Gate families picked out:
Bar = 20 um.
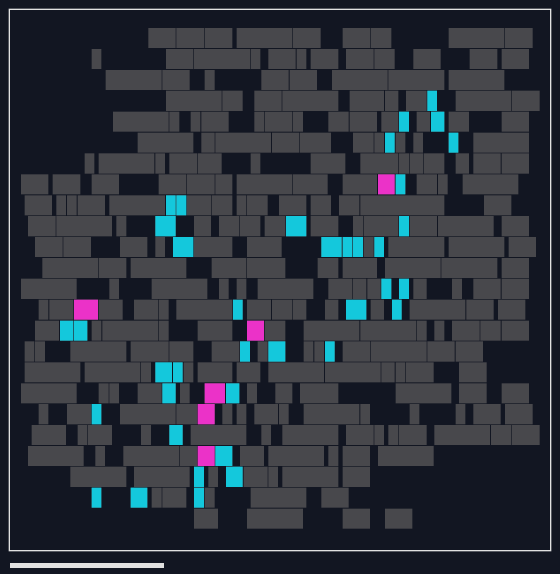
Signal wires on met3:
Bar = 20 um.
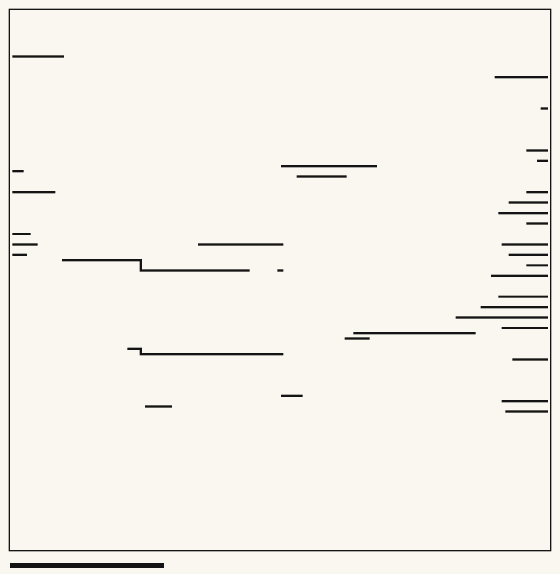
Cell outlines without signal wires:
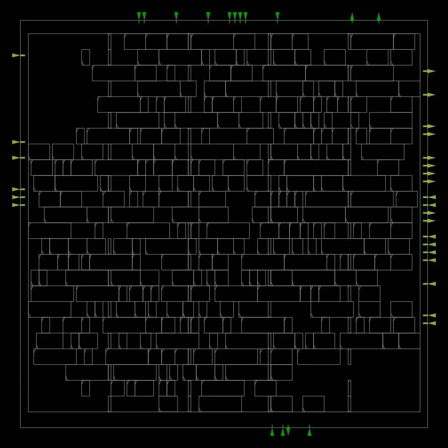
Nets reached from selected ports:
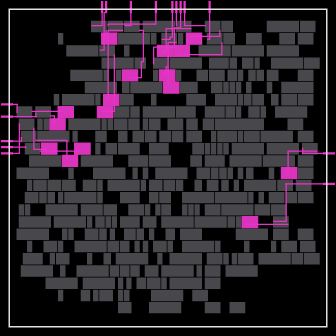
`src/rtl/seg7_scan.sv`:
```
// Multiplexed 7-segment scanner: per-digit hex glyph, decimal point and blanking.
// Optional `SEG7_LEADING_ZERO_BLANK_EN darkens zero digits above the highest non-zero nibble.
module seg7_scan #(
  parameter int unsigned DIGITS      = 4,
  parameter int unsigned REFRESH_DIV = 50000
) (
  input  logic                  clk,
  input  logic                  rst,
  input  logic [4*DIGITS-1:0]   value,
  input  logic                  load,
  input  logic [DIGITS-1:0]     dp_in,
  input  logic [DIGITS-1:0]     blank,
  output logic [6:0]            seg,
  output logic                  dp,
  output logic [DIGITS-1:0]     an,
  output logic                  frame_done
);

  localparam int unsigned DW = (REFRESH_DIV > 1) ? $clog2(REFRESH_DIV) : 1;
  localparam int unsigned IW = (DIGITS > 1) ? $clog2(DIGITS) : 1;

  logic [DW-1:0]       div_q, div_d;
  logic [IW-1:0]       idx_q, idx_d;
  logic [4*DIGITS-1:0] val_q, val_d;
  logic [DIGITS-1:0]   dpin_q, dpin_d;
  logic [DIGITS-1:0]   blank_q, blank_d;
  logic [6:0]          seg_q, seg_d;
  logic                dp_q, dp_d;
  logic [DIGITS-1:0]   an_q, an_d;
  logic                wrap_q, wrap_d;
  logic                frame_done_q, frame_done_d;

  logic                tc;
  logic                last_idx;
  logic [3:0]          nib;
  logic                cur_dp;
  logic                cur_blank;
`ifdef SEG7_LEADING_ZERO_BLANK_EN
  logic                zero_above;
`endif

  function automatic logic [6:0] glyph(input logic [3:0] n);
    case (n)
      4'h0: glyph = 7'b1000000;
      4'h1: glyph = 7'b1111001;
      4'h2: glyph = 7'b0100100;
      4'h3: glyph = 7'b0110000;
      4'h4: glyph = 7'b0011001;
      4'h5: glyph = 7'b0010010;
      4'h6: glyph = 7'b0000010;
      4'h7: glyph = 7'b1111000;
      4'h8: glyph = 7'b0000000;
      4'h9: glyph = 7'b0010000;
      4'hA: glyph = 7'b0001000;
      4'hB: glyph = 7'b0000011;
      4'hC: glyph = 7'b1000110;
      4'hD: glyph = 7'b0100001;
      4'hE: glyph = 7'b0000110;
      default: glyph = 7'b0001110;
    endcase
  endfunction

  always_comb begin
    tc       = (div_q == DW'(REFRESH_DIV - 1));
    last_idx = (idx_q == IW'(DIGITS - 1));
    div_d    = tc ? '0 : div_q + DW'(1);
    idx_d    = idx_q;
    if (tc) idx_d = last_idx ? '0 : idx_q + IW'(1);

    // Wrap is delayed one cycle so the pulse lines up with digit 0 reaching the outputs.
    wrap_d       = tc && last_idx;
    frame_done_d = wrap_q;

    val_d   = load ? value : val_q;
    dpin_d  = load ? dp_in : dpin_q;
    blank_d = load ? blank : blank_q;

    nib       = '0;
    cur_dp    = 1'b0;
    cur_blank = 1'b0;
    for (int unsigned k = 0; k < DIGITS; k++) begin
      if (idx_q == IW'(k)) begin
        nib       = val_q[4*k +: 4];
        cur_dp    = dpin_q[k];
        cur_blank = blank_q[k];
      end
    end

`ifdef SEG7_LEADING_ZERO_BLANK_EN
    zero_above = 1'b1;
    for (int unsigned i = DIGITS; i > 0; i--) begin
      zero_above = zero_above && (val_q[4*(i-1) +: 4] == 4'h0);
      if ((i > 1) && zero_above && (idx_q == IW'(i - 1))) cur_blank = 1'b1;
    end
`endif

    an_d  = '1;
    seg_d = '1;
    dp_d  = 1'b1;
    if (!cur_blank) begin
      for (int unsigned k = 0; k < DIGITS; k++) an_d[k] = (idx_q != IW'(k));
      seg_d = glyph(nib);
      dp_d  = !cur_dp;
    end
  end

  always_ff @(posedge clk) begin
    if (rst) begin
      div_q        <= '0;
      idx_q        <= '0;
      val_q        <= '0;
      dpin_q       <= '0;
      blank_q      <= '0;
      seg_q        <= '1;
      dp_q         <= 1'b1;
      an_q         <= '1;
      wrap_q       <= 1'b0;
      frame_done_q <= 1'b0;
    end else begin
      div_q        <= div_d;
      idx_q        <= idx_d;
      val_q        <= val_d;
      dpin_q       <= dpin_d;
      blank_q      <= blank_d;
      seg_q        <= seg_d;
      dp_q         <= dp_d;
      an_q         <= an_d;
      wrap_q       <= wrap_d;
      frame_done_q <= frame_done_d;
    end
  end

  assign seg        = seg_q;
  assign dp         = dp_q;
  assign an         = an_q;
  assign frame_done = frame_done_q;

endmodule

```
`config.mk`:
```
export PLATFORM = sky130hd
export DESIGN_NAME = seg7_scan
export DESIGN_NICKNAME = d
export VERILOG_FILES = /design/src/rtl/seg7_scan.sv
export SDC_FILE = /design/constraint.sdc
export NUM_CORES = 1
export LEC_CHECK = 0
export CORE_UTILIZATION = 53
export DETAILED_ROUTE_END_ITERATION = 6
export HOLD_SLACK_MARGIN = 0.02
export PLACE_DENSITY = 0.81
export SLEW_MARGIN = 30
export SYNTH_ARGS = -nofsm -noshare
export SYNTH_HDL_FRONTEND = slang
export SYNTH_SLANG_ARGS = --single-unit
```
`constraint.sdc`:
```
create_clock -name clk -period 2.8 [get_ports clk]
set_input_delay 0.56 -clock clk [delete_from_list [all_inputs] [get_ports clk]]
set_output_delay 0.56 -clock clk [all_outputs]
set_load 0.01 [all_outputs]
```
==> impl_metrics.json <==
{
  "min-delay-path-class": "reg -> reg",
  "post_cts_buffers": 0,
  "synth_adder_area_share_pct": 5.57,
  "design.seq.count": 56,
  "crit_path_max_fo": 12,
  "core_um2": 4410,
  "place_hpwl_um": 3390,
  "combPwrFrac_pct": 12.0,
  "finalInstanceArea_um2": 3000,
  "grt.busiest_layer": "met2",
  "path_delay_family": "AND-OR/OR-AND gates",
  "cts_buf_count": 5,
  "synthXorXnorAreaFrac_pct": 4.96,
  "peakVddDrop_uv": 341,
  "drive_gt1_share_pct": 4.89,
  "ys_async_sr_fraction_pct": 0,
  "cp-startpoint": "idx_q[0]",
  "synth_top_flop_cell": "sky130_fd_sc_hd__dfxtp_1",
  "worst_setup_path_end_kind": "flop",
  "layout_top_cells_excl_fill_tap": "sky130_fd_sc_hd__dfxtp_1 (56), sky130_fd_sc_hd__nor2_1 (51), sky130_fd_sc_hd__clkdlybuf4s50_1 (39)",
  "layout.non_clock_buffers": 45,
  "layout_worst_path_cycle_share_pct": 84.4,
  "average_via_count_per_standard_cell": 5.28,
  "worst-r2r-cell-count": 9,
  "nNetsFinal": 344,
  "hold_viol": 0,
  "non_clock_buffer_area_share_pct": 14.5,
  "clock-skew-final_ns": 0.00449,
  "top_power_group": "registers",
  "synth.top_cell.area_share_pct": 45.3,
  "globalRouteTotalUtil_pct": 21.0,
  "postLayoutSetupSlackWorst_ns": 0.436,
  "synth.most_common_cell": "sky130_fd_sc_hd__dfxtp_1",
  "synth_nets": 306,
  "number_of_antenna_cells_inserted": 0,
  "grt_max_degree": 25,
  "globalplace.congestion": 0.880,
  "cp.buffers_inverters": 2,
  "dp.cells": 351,
  "ys_seq_share_pct": 45.3,
  "total_of_cells_resized_after_clock_tree_synthesis": 0,
  "dp_slack_ns": 0.485,
  "layout-area-overhead-vs-synth_pct": 21.3,
  "timing.setup.tns_ns": 0,
  "num-clock-buffers": 6,
  "ys_warn_count": 0,
  "stage_log_warnings": 34,
  "floorplan.tapcells": 52,
  "critPathRequiredTime_ns": 2.98,
  "combAreaFraction_pct": 40.9,
  "global_route_wire_length_before_repair_um": 8340,
  "finalCriticalPeriod_ns": 2.36,
  "synth.area.mux_share_pct": 11.4,
  "cp-endpoint": "seg[3]",
  "ant_nets": 0,
  "use_met2_pct": 35.0,
  "clock_cell_area_share_pct": 3.59,
  "switching_portion_of_total_power_pct": 22.2,
  "netSwitchingPower_uw": 342,
  "mi_logic_area_um2": 1230,
  "netlist_area_um2": 2470,
  "slowest_cell_on_the_critical_path": "sky130_fd_sc_hd__dfxtp_1",
  "placed_cell_area_um2": 2890,
  "layout_top_cell_excl_fill_tap": "sky130_fd_sc_hd__dfxtp_1",
  "dieHeight_um": 70.3,
  "p_per_area_nw_per_um2": 515,
  "cts_root_buf": "sky130_fd_sc_hd__clkbuf_8",
  "yosys-dominant-comb-family": "simple AND/OR/NAND/NOR gates",
  "clock_sink_count": 56,
  "yosysCellCount": 268,
  "p_clk_uw": 508,
  "drcViolationCount": 0,
  "cp_cell_sequence": "inv_1 > ha_1 > a211oi_1 > a221o_1 > inv_1 > ha_1 > nor2b_1 > a211oi_1 > o21ai_0",
  "clock_path_buffers": 2,
  "post_synth_inst_count": 268,
  "critical_path_cell_count": 9,
  "met2WireLength_um": 2260,
  "timing.max_cap.violations": 0,
  "wl_met3_um": 214,
  "clock.latency.late_pin_ns": 0.30,
  "area.share.sequential_pct": 37.4,
  "via_count_of_the_first_global_routing_pass": 1865,
  "power.combinational.total_uw": 185,
  "worst-slew-pin-transition_ns": 0.546,
  "floorplan.core_util_pct": 56.0,
  "synth.ff_latch_count": 56,
  "timing.hold.worst_path_depth": 1,
  "synth.cells.most_frequent": "sky130_fd_sc_hd__dfxtp_1 (56), sky130_fd_sc_hd__nor2_1 (51), sky130_fd_sc_hd__mux2i_1 (27)",
  "run_status": "completed",
  "comb_cells": 187,
  "wl_per_cell_um": 13.3,
  "timing.critical_path.from_type": "flop",
  "power_of_the_sequential_group_uw": 850,
  "nonClockInverterCount": 11,
  "clock_tree.htree_level_count": 2,
  "ys_top_cells_by_area": "sky130_fd_sc_hd__dfxtp_1 (45%), sky130_fd_sc_hd__mux2i_1 (11%), sky130_fd_sc_hd__nor2_1 (7.7%)",
  "data_arrival_time_of_the_worst_path_ns": 2.55,
  "pwr-share-seq_pct": 55.1,
  "synth_simple_gate_area_share_pct": 20.2,
  "internal-power_mw": 1.20,
  "yosys.cell_types.count": 37,
  "drt-met1-wl_um": 2220,
  "clk_transition_reported_paths_ns": 0.09,
  "slew_headroom_pct": 63.6,
  "timing.final.setup_violations": 0,
  "chipArea_um2": 4940,
  "worst_r2r_endpoint": "seg[3]",
  "grt-ovfl-total": 0,
  "power.share.clock_pct": 32.9,
  "gr-usage-met1_pct": 26.1,
  "synth-edff-count": 0,
  "power_mw": 1.54,
  "synth-compound-area-share_pct": 7.49,
  "cts.hold.buffers_added": 0,
  "min-delay-start": "frame_done_d",
  "instances_no_fill": 359,
  "r2r_start": "idx_q[0]",
  "whs_endpoint": "frame_done",
  "avgSynthCellArea_um2": 9.23,
  "timing.hold.ws_ns": 0.467,
  "seq_area_um2": 1120,
  "synth-area-yosys_um2": 2470,
  "fmaxAchievable_mhz": 423,
  "die_x_um": 70.3,
  "number_of_antenna_violations_at_the_first_check_in_global_routing": 0,
  "core.rowCount": 24,
  "initialDrtViolationCount": 105,
  "worst_path_largest_cell_delay_ns": 0.40,
  "synthDominantAreaCellType": "sky130_fd_sc_hd__dfxtp_1",
  "p_leak_nw": 1.23,
  "path_class": "reg -> reg",
  "slew_violations": 0,
  "biggestCellCategory": "multi-input combinational cells",
  "grt_setup_unrepaired": "no",
  "detail_route.first_pass.iterations": 4,
  "cts_tree": "done"
}
## Picture notes: 'gate families picked out'
AND and OR gates -> magenta  # cells 6, most used or3_1
NAND gates -> cyan  # cells 38, most used nand2_1

## Picture notes: 'signal wires on met3'
nets with wire on the layer = 29
main direction = horizontal
fraction of met3 tracks used by global routing: 5.34%
wire length after detailed routing: 4770 um
vias after detailed routing: 1,894

## Picture notes: 'cell outlines without signal wires'
filler instances: 359
final core utilization: 67.9%

## Picture notes: 'nets reached from selected ports'
value -> magenta  # bits 16, direction input, end cells 16, wire 282 um
PortBufs: 39
number of I/O pins: 40

No activity file was given, so power comes from the tool's default toggle rates.
